$ cat src/rtl/seq_array_multiplier.sv
// rtl/seq_array_multiplier.sv - multi-cycle shift-and-add signed/unsigned multiplier
//
// Purpose: multiplies two WIDTH-bit operands, one multiplier bit per clock.
// Operands are captured when start is seen in IDLE. The 2*WIDTH-bit product
// is registered and held until the next completion.
//
// Ports:
//   clk          system clock, rising-edge active
//   rst_n        asynchronous active-low reset
//   start        request a multiply (sampled only in IDLE)
//   signed_mode  1 = two's complement operands, 0 = unsigned (sampled with start)
//   a, b         multiplicand / multiplier (sampled with start)
//   busy         high whenever the FSM is not IDLE
//   done         one-cycle pulse in the cycle after product is updated
//   product      registered 2*WIDTH-bit result
module seq_array_multiplier #(
  parameter int WIDTH = 8
) (
  input  logic                 clk,
  input  logic                 rst_n,
  input  logic                 start,
  input  logic                 signed_mode,
  input  logic [WIDTH-1:0]     a,
  input  logic [WIDTH-1:0]     b,
  output logic                 busy,
  output logic                 done,
  output logic [2*WIDTH-1:0]   product
);

  localparam int PW = 2 * WIDTH;
  localparam int CW = (WIDTH > 2) ? $clog2(WIDTH) : 1;
  localparam logic [CW-1:0]    LAST  = CW'(WIDTH - 1);
  localparam logic [CW-1:0]    ONE_C = CW'(1);
  localparam logic [WIDTH-1:0] ONE_W = WIDTH'(1);
  localparam logic [PW-1:0]    ONE_P = PW'(1);

  typedef enum logic [1:0] {
    IDLE   = 2'd0,
    RUN    = 2'd1,
    FINISH = 2'd2
  } state_t;

  state_t state, state_next;

  logic [PW-1:0]    acc;     // running partial-product sum
  logic [PW-1:0]    mcand;   // |a| shifted left by the current bit index
  logic [WIDTH-1:0] mplier;  // |b|, shifted right so bit 0 is the current bit
  logic [CW-1:0]    cnt;     // index of the multiplier bit being processed
  logic             neg;     // result must be negated at the end

  logic             a_neg, b_neg;
  logic [WIDTH-1:0] a_mag, b_mag;
  logic [PW-1:0]    addend, acc_sum, acc_final;

  // The most negative value maps to 2^(WIDTH-1), which still fits unsigned.
  assign a_neg = signed_mode & a[WIDTH-1];
  assign b_neg = signed_mode & b[WIDTH-1];
  assign a_mag = a_neg ? (~a + ONE_W) : a;
  assign b_mag = b_neg ? (~b + ONE_W) : b;

  assign addend    = mplier[0] ? mcand : '0;
  assign acc_sum   = acc + addend;
  // Final sum includes the last bit's contribution, then applies the sign.
  assign acc_final = neg ? (~acc_sum + ONE_P) : acc_sum;

  assign busy = (state != IDLE);
  assign done = (state == FINISH);

  always_ff @(posedge clk or negedge rst_n) begin
    if (!rst_n) begin
      state <= IDLE;
    end else begin
      state <= state_next;
    end
  end

  always_comb begin
    state_next = state;
    case (state)
      IDLE:    if (start) state_next = RUN;
      RUN:     if (cnt == LAST) state_next = FINISH;
      FINISH:  state_next = IDLE;
      default: state_next = IDLE;
    endcase
  end

  always_ff @(posedge clk or negedge rst_n) begin
    if (!rst_n) begin
      acc     <= '0;
      mcand   <= '0;
      mplier  <= '0;
      cnt     <= '0;
      neg     <= 1'b0;
      product <= '0;
    end else begin
      case (state)
        IDLE: begin
          if (start) begin
            acc    <= '0;
            mcand  <= {{WIDTH{1'b0}}, a_mag};
            mplier <= b_mag;
            cnt    <= '0;
            neg    <= a_neg ^ b_neg;
          end
        end
        RUN: begin
          acc    <= acc_sum;
          mcand  <= mcand << 1;
          mplier <= mplier >> 1;
          cnt    <= cnt + ONE_C;
          if (cnt == LAST) begin
            product <= acc_final;
          end
        end
        default: begin
        end
      endcase
    end
  end

endmodule
$ cat config.mk
export PLATFORM = sky130hd
export DESIGN_NAME = seq_array_multiplier
export DESIGN_NICKNAME = d
export VERILOG_FILES = /design/src/rtl/seq_array_multiplier.sv
export SDC_FILE = /design/constraint.sdc
export NUM_CORES = 1
export LEC_CHECK = 0
export ABC_AREA = 0
export CAP_MARGIN = 20
export CORE_UTILIZATION = 40
export CTS_BUF_LIST = sky130_fd_sc_hd__clkbuf_8
export DETAILED_ROUTE_END_ITERATION = 10
export GPL_ROUTABILITY_DRIVEN = 0
export HOLD_SLACK_MARGIN = 0.15
export MAX_ROUTING_LAYER = met4
export SLEW_MARGIN = 10
export SYNTH_ARGS = -nofsm -noshare
export SYNTH_HDL_FRONTEND = slang
export SYNTH_SLANG_ARGS = --single-unit
$ cat constraint.sdc
create_clock -name clk -period 8.9 [get_ports clk]
set_input_delay 1.335 -clock clk [delete_from_list [all_inputs] [get_ports clk]]
set_output_delay 1.335 -clock clk [all_outputs]
set_load 0.05 [all_outputs]
Logic cells by family:
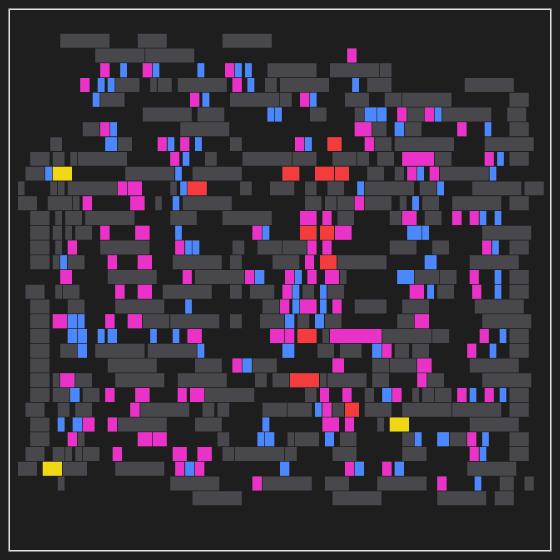
magenta -> inverting AOI/OAI gates  # cells 104, most used o21ai_0
red -> AND-OR and OR-AND gates  # cells 11, most used a21o_1
yellow -> multiplexers  # cells 3, most used mux2i_1
blue -> NAND gates  # cells 94, most used nand2_1, where all over the die

The clock network:
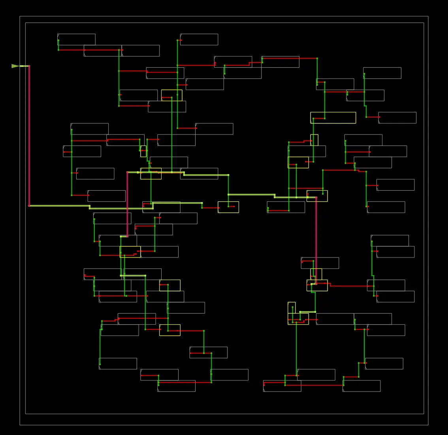
Flops: 62
P_clk: 242 uW
cts bufs inserted: 9
Worst Clk Skew: 10.8 ps
Layout clock buffers: 10

==> reports/results.tsv <==
stage	metric	value	unit
status	result of the run	finished, final reports clean	
clock_network	# H-tree levels	3	
timing	Peak Freq	0.269	GHz
grt	via count of the first global-routing pass	2875	
logic_synthesis	area share of the largest cell type after synthesis	40.8	%
finish	area grow syn2layout	17.5	%
logic_synthesis	area leader, netlist	sky130_fd_sc_hd__dfrtp_1	
timing	worst relative slew slack	36.5	%
die	core area	9240	um2
timing	Post-Route Setup TNS	0	ps
setup_path	maximum net fanout on the critical path	17	
flow_run	total tool warning count	26	
logic_synthesis	netlist area before placement	3800	um2
setup_path	worst reg-to-reg path cell count	12	
clock_network	buffers from clock root to sink, at most	2	
setup_path	worst setup slack for register-to-register paths	5180	ps
logic_synthesis	largest family of logic cells by area	AND-OR/OR-AND gates	
worst_hold_path	class of the worst hold path	flip-flop to flip-flop	
pwr	power density over cell area	374	nW/um2
setup_path	startpoint type of the worst setup path	flip-flop	
die	die outline width	99.5	um
placement	half-perimeter wire length after placement	5640	um
logic_synthesis	flip-flops with a built-in enable	0	
timing	Final Hold Vio Count	0	
worst_hold_path	Hold Path Depth	2	
timing	final critical path time including I/O delays and setup	3720	ps
clock_network	Worst-Skew Late Latency	340	ps
grt	antenna violations before repair	0	
logic_synthesis	XOR/XNOR Area Share	10.1	%
logic_synthesis	cells taking the most area after synthesis	sky130_fd_sc_hd__dfrtp_1 41%, sky130_fd_sc_hd__o21ai_0 7.6%, sky130_fd_sc_hd__xnor2_1 6.7%	
die	row count	35	
logic_synthesis	FFs w/ async S/R, synth	100	%
logic_synthesis	number of warnings printed during yosys synthesis	0	
logic_synthesis	post-synthesis chip area from yosys	3800	um2
setup_path	data required time of the critical path	9090	ps
clock_network	quantity of hold-fixing buffers added after cts	0	
setup_path	critical register-to-register path startpoint	mplier[0]$_DFFE_PN0P_	
route	highest metal layer with signal wires	met4	
finish	final core occ	48.4	%
timing	final number of setup-violating endpoints	0	
clock_network	number of post-CTS setup repair buffers	0	
route	final antenna-violating net count	0	
finish	share of post-route cells with drive strength above 1	6.36	%
die	height of the die	99.5	um
route	number of design rule violations left after detail routing	0	
setup_path	Crit path arrival time	3910	ps
logic_synthesis	Synth Instances	420	
logic_synthesis	most frequent cells after synthesis	66 x sky130_fd_sc_hd__nand2_1, 62 x sky130_fd_sc_hd__dfrtp_1, 58 x sky130_fd_sc_hd__o21ai_0, 29 x sky130_fd_sc_hd__xnor2_1, 21 x sky130_fd_sc_hd__nand3_1	
placement	placed cell areas	4270	um2
die	I/O pin cnt	38	
logic_synthesis	FF+latch count, synth	62	
setup_path	CP Capture Type	flip-flop	
route	total wire length after detailed routing	7880	um
logic_synthesis	synthesized-area fraction occupied by ao, oa, aoi and oai cells	19.2	%
placement	Placed Instances	569	
pwr	switching power	769	uW
finish	antenna diode instance count	0	
setup_path	kind of critical path	flip-flop to flip-flop	
clock_network	clock slew seen by the registers of the worst setup and hold paths	70	ps
route	wire length per cell after detailed routing	13.5	um
pwr	part of the power in registers	29.4	%
clock_network	TritonCTS clock tree	done	
finish	Finished Layout Cells	585	
pwr	clock share of power	14.5	%
worst_hold_path	start point of the worst min-delay path	product[1]$_DFFE_PN0P_	
grt	total congestion overflow	0	
route	wl on met1	4000	um
pwr	combinational fraction of design power	56.1	%
timing	slew of the pin with the lowest slew margin	950	ps
logic_synthesis	Adders+Majority by Area	7.11	%
route	routed vias	3050	
clock_network	clock root buffer master	sky130_fd_sc_hd__clkbuf_8	
worst_hold_path	destination of the worst hold path	product[1]$_DFFE_PN0P_	
logic_synthesis	multiplexer area fraction after synthesis	0.789	%
setup_path	reg-to-reg critical path endpoint	product[14]$_DFFE_PN0P_	
clock_network	CTS Sinks	62	
route	met3 routed wirelength	296	um
logic_synthesis	most frequent cell after synthesis	sky130_fd_sc_hd__nand2_1	
finish	Layout Nets	493	
timing	unrepaired setup endpoints after global routing	no	
die	pre-placement core utilization	41.2	%
grt	overall routing resource usage	17.7	%
clock_network	Gates resized, CTS repair	0	
logic_synthesis	post-synthesis area per instance	9.06	um2
pwr	internal power component	903	uW
logic_synthesis	Distinct lib cells used	52	
logic_synthesis	Simple-Gate Fraction of Synth Area	18.6	%
die	Chip Footprint	9900	um2
placement	IO buf count	37	
finish	fin area	4470	um2
route	DRT iter0 DRCs	119	
timing	max-slew violation total from the final report	0	
pwr	leakage dissipation	0.00198	uW
route	number of detailed-route iterations in the first pass	4	
pwr	Peak supply drop	0.000135	V
pwr	PnR Total Power	1670	uW
logic_synthesis	cell count listed in synth_stat.txt	420	
grt	wire length of the first global-routing pass	13300	um
route	DR WL met2	3480	um
logic_synthesis	Seq share, synth	40.8	%
route	routed via count divided by cell count	5.21	
flow_run	tally of max-capacitance violations	0	
logic_synthesis	number of nets at floorplan	461	
pwr	Switching Fraction	46.0	%
timing	final worst path period share	41.7	%
grt	largest net degree at the start of global routing	63	
logic_synthesis	Most used DFF post-synth	sky130_fd_sc_hd__dfrtp_1	
Where the registers sit:
Other sequential cells in the stronger grey, the rest of the logic in the fainter grey.
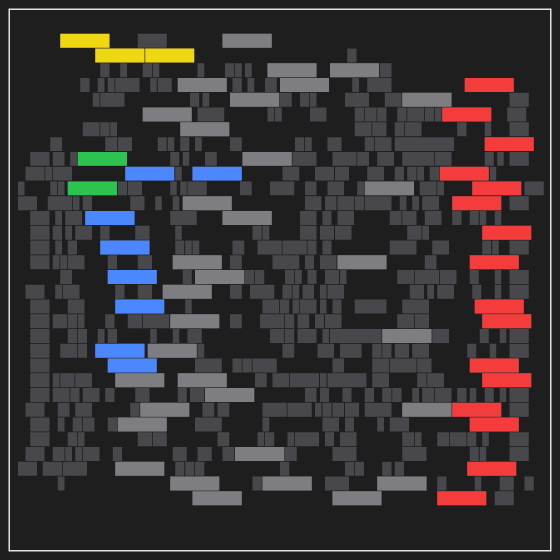
green -> `state`  # sequential cells 2
yellow -> `cnt`  # sequential cells 3
blue -> `mplier`  # sequential cells 8, where west
red -> `product`  # sequential cells 16

-- critical path, cell delays in order, from the launching register on --
cell and delay, ps:
sky130_fd_sc_hd__dfrtp_1 520, sky130_fd_sc_hd__and2_1 240, sky130_fd_sc_hd__ha_1 210, sky130_fd_sc_hd__fa_1 420, sky130_fd_sc_hd__a21o_1 220, sky130_fd_sc_hd__a221oi_4 360, sky130_fd_sc_hd__xor2_2 230, sky130_fd_sc_hd__nor4b_1 360
sky130_fd_sc_hd__nand4b_1 180, sky130_fd_sc_hd__or3_1 360, sky130_fd_sc_hd__o31ai_1 250, sky130_fd_sc_hd__xnor2_1 150, sky130_fd_sc_hd__o21ai_1 70
-- state kept, by name, summed over array words and instances, names as in the netlist --
register	cells
state	2
mplier	8
neg	1
cnt	3
product	16
acc	16
mcand	16
-- cell usage in the layout (no fill, tap or decap), types with 4 or more instances in the layout --
master,n
sky130_fd_sc_hd__and2_1,17
sky130_fd_sc_hd__inv_1,12
sky130_fd_sc_hd__nand3_1,21
sky130_fd_sc_hd__or3_1,4
sky130_fd_sc_hd__o21ai_0,58
sky130_fd_sc_hd__xnor2_1,29
sky130_fd_sc_hd__nor2_1,13
sky130_fd_sc_hd__clkdlybuf4s50_1,36
sky130_fd_sc_hd__clkbuf_8,10
sky130_fd_sc_hd__ha_1,20
sky130_fd_sc_hd__a21oi_1,12
sky130_fd_sc_hd__nand2_1,66
sky130_fd_sc_hd__xor2_1,13
sky130_fd_sc_hd__o31ai_1,5
sky130_fd_sc_hd__dfrtp_1,62
sky130_fd_sc_hd__a21o_1,4
sky130_fd_sc_hd__a22oi_1,13
-- metrics by stage --
step / hold WS [ps] / setup WS, ps
global placement: 461 / 5310
CTS: 482 / 5140
floorplan: 456 / 5480
global route: 497 / 4800
finish: 474 / 5180
detailed placement: 469 / 5170
-- area by class of cell --
| type | count | area [um2] |
|---|---|---|
| fillers | 928 | 4770 |
| multi-input cells | 327 | 2120 |
| flip-flops and latches | 62 | 1550 |
| repair buffers | 41 | 403 |
| well taps | 129 | 161 |
| clock buffers | 10 | 138 |
| clock inverters | 5 | 51.3 |
| inverters | 11 | 41.3 |
-- worst max-delay path by stage --
stage | from | to | cells past startpoint
6_report | mplier[0]$_DFFE_PN0P_ | product[14]$_DFFE_PN0P_ | 12
3_3_place_gp | mplier[0]$_DFFE_PN0P_ | product[15]$_DFFE_PN0P_ | 12
4_1_cts | mplier[0]$_DFFE_PN0P_ | product[14]$_DFFE_PN0P_ | 12
3_5_place_dp | mplier[0]$_DFFE_PN0P_ | product[15]$_DFFE_PN0P_ | 12
5_1_grt | mplier[0]$_DFFE_PN0P_ | product[14]$_DFFE_PN0P_ | 12
2_1_floorplan | mplier[0]$_DFFE_PN0P_ | product[15]$_DFFE_PN0P_ | 13
-- per-layer routing --
metal	up-vias	track usage, %
met3	10	3.16
met5	-	-
met2	75	26.9
li1	1546	-
met1	1419	23.2
met4	0	7.81
-- power groups by stage --
stage | sequential, uW | clock (uW) | combinational, uW
CTS | 494 | 248 | 937
finish | 492 | 242 | 939
detailed placement | 498 | 0 | 936
global placement | 495 | 0 | 919
floorplan | 590 | 0 | 613
global route | 512 | 259 | 1040
Power is estimated from default activity; no workload was simulated.
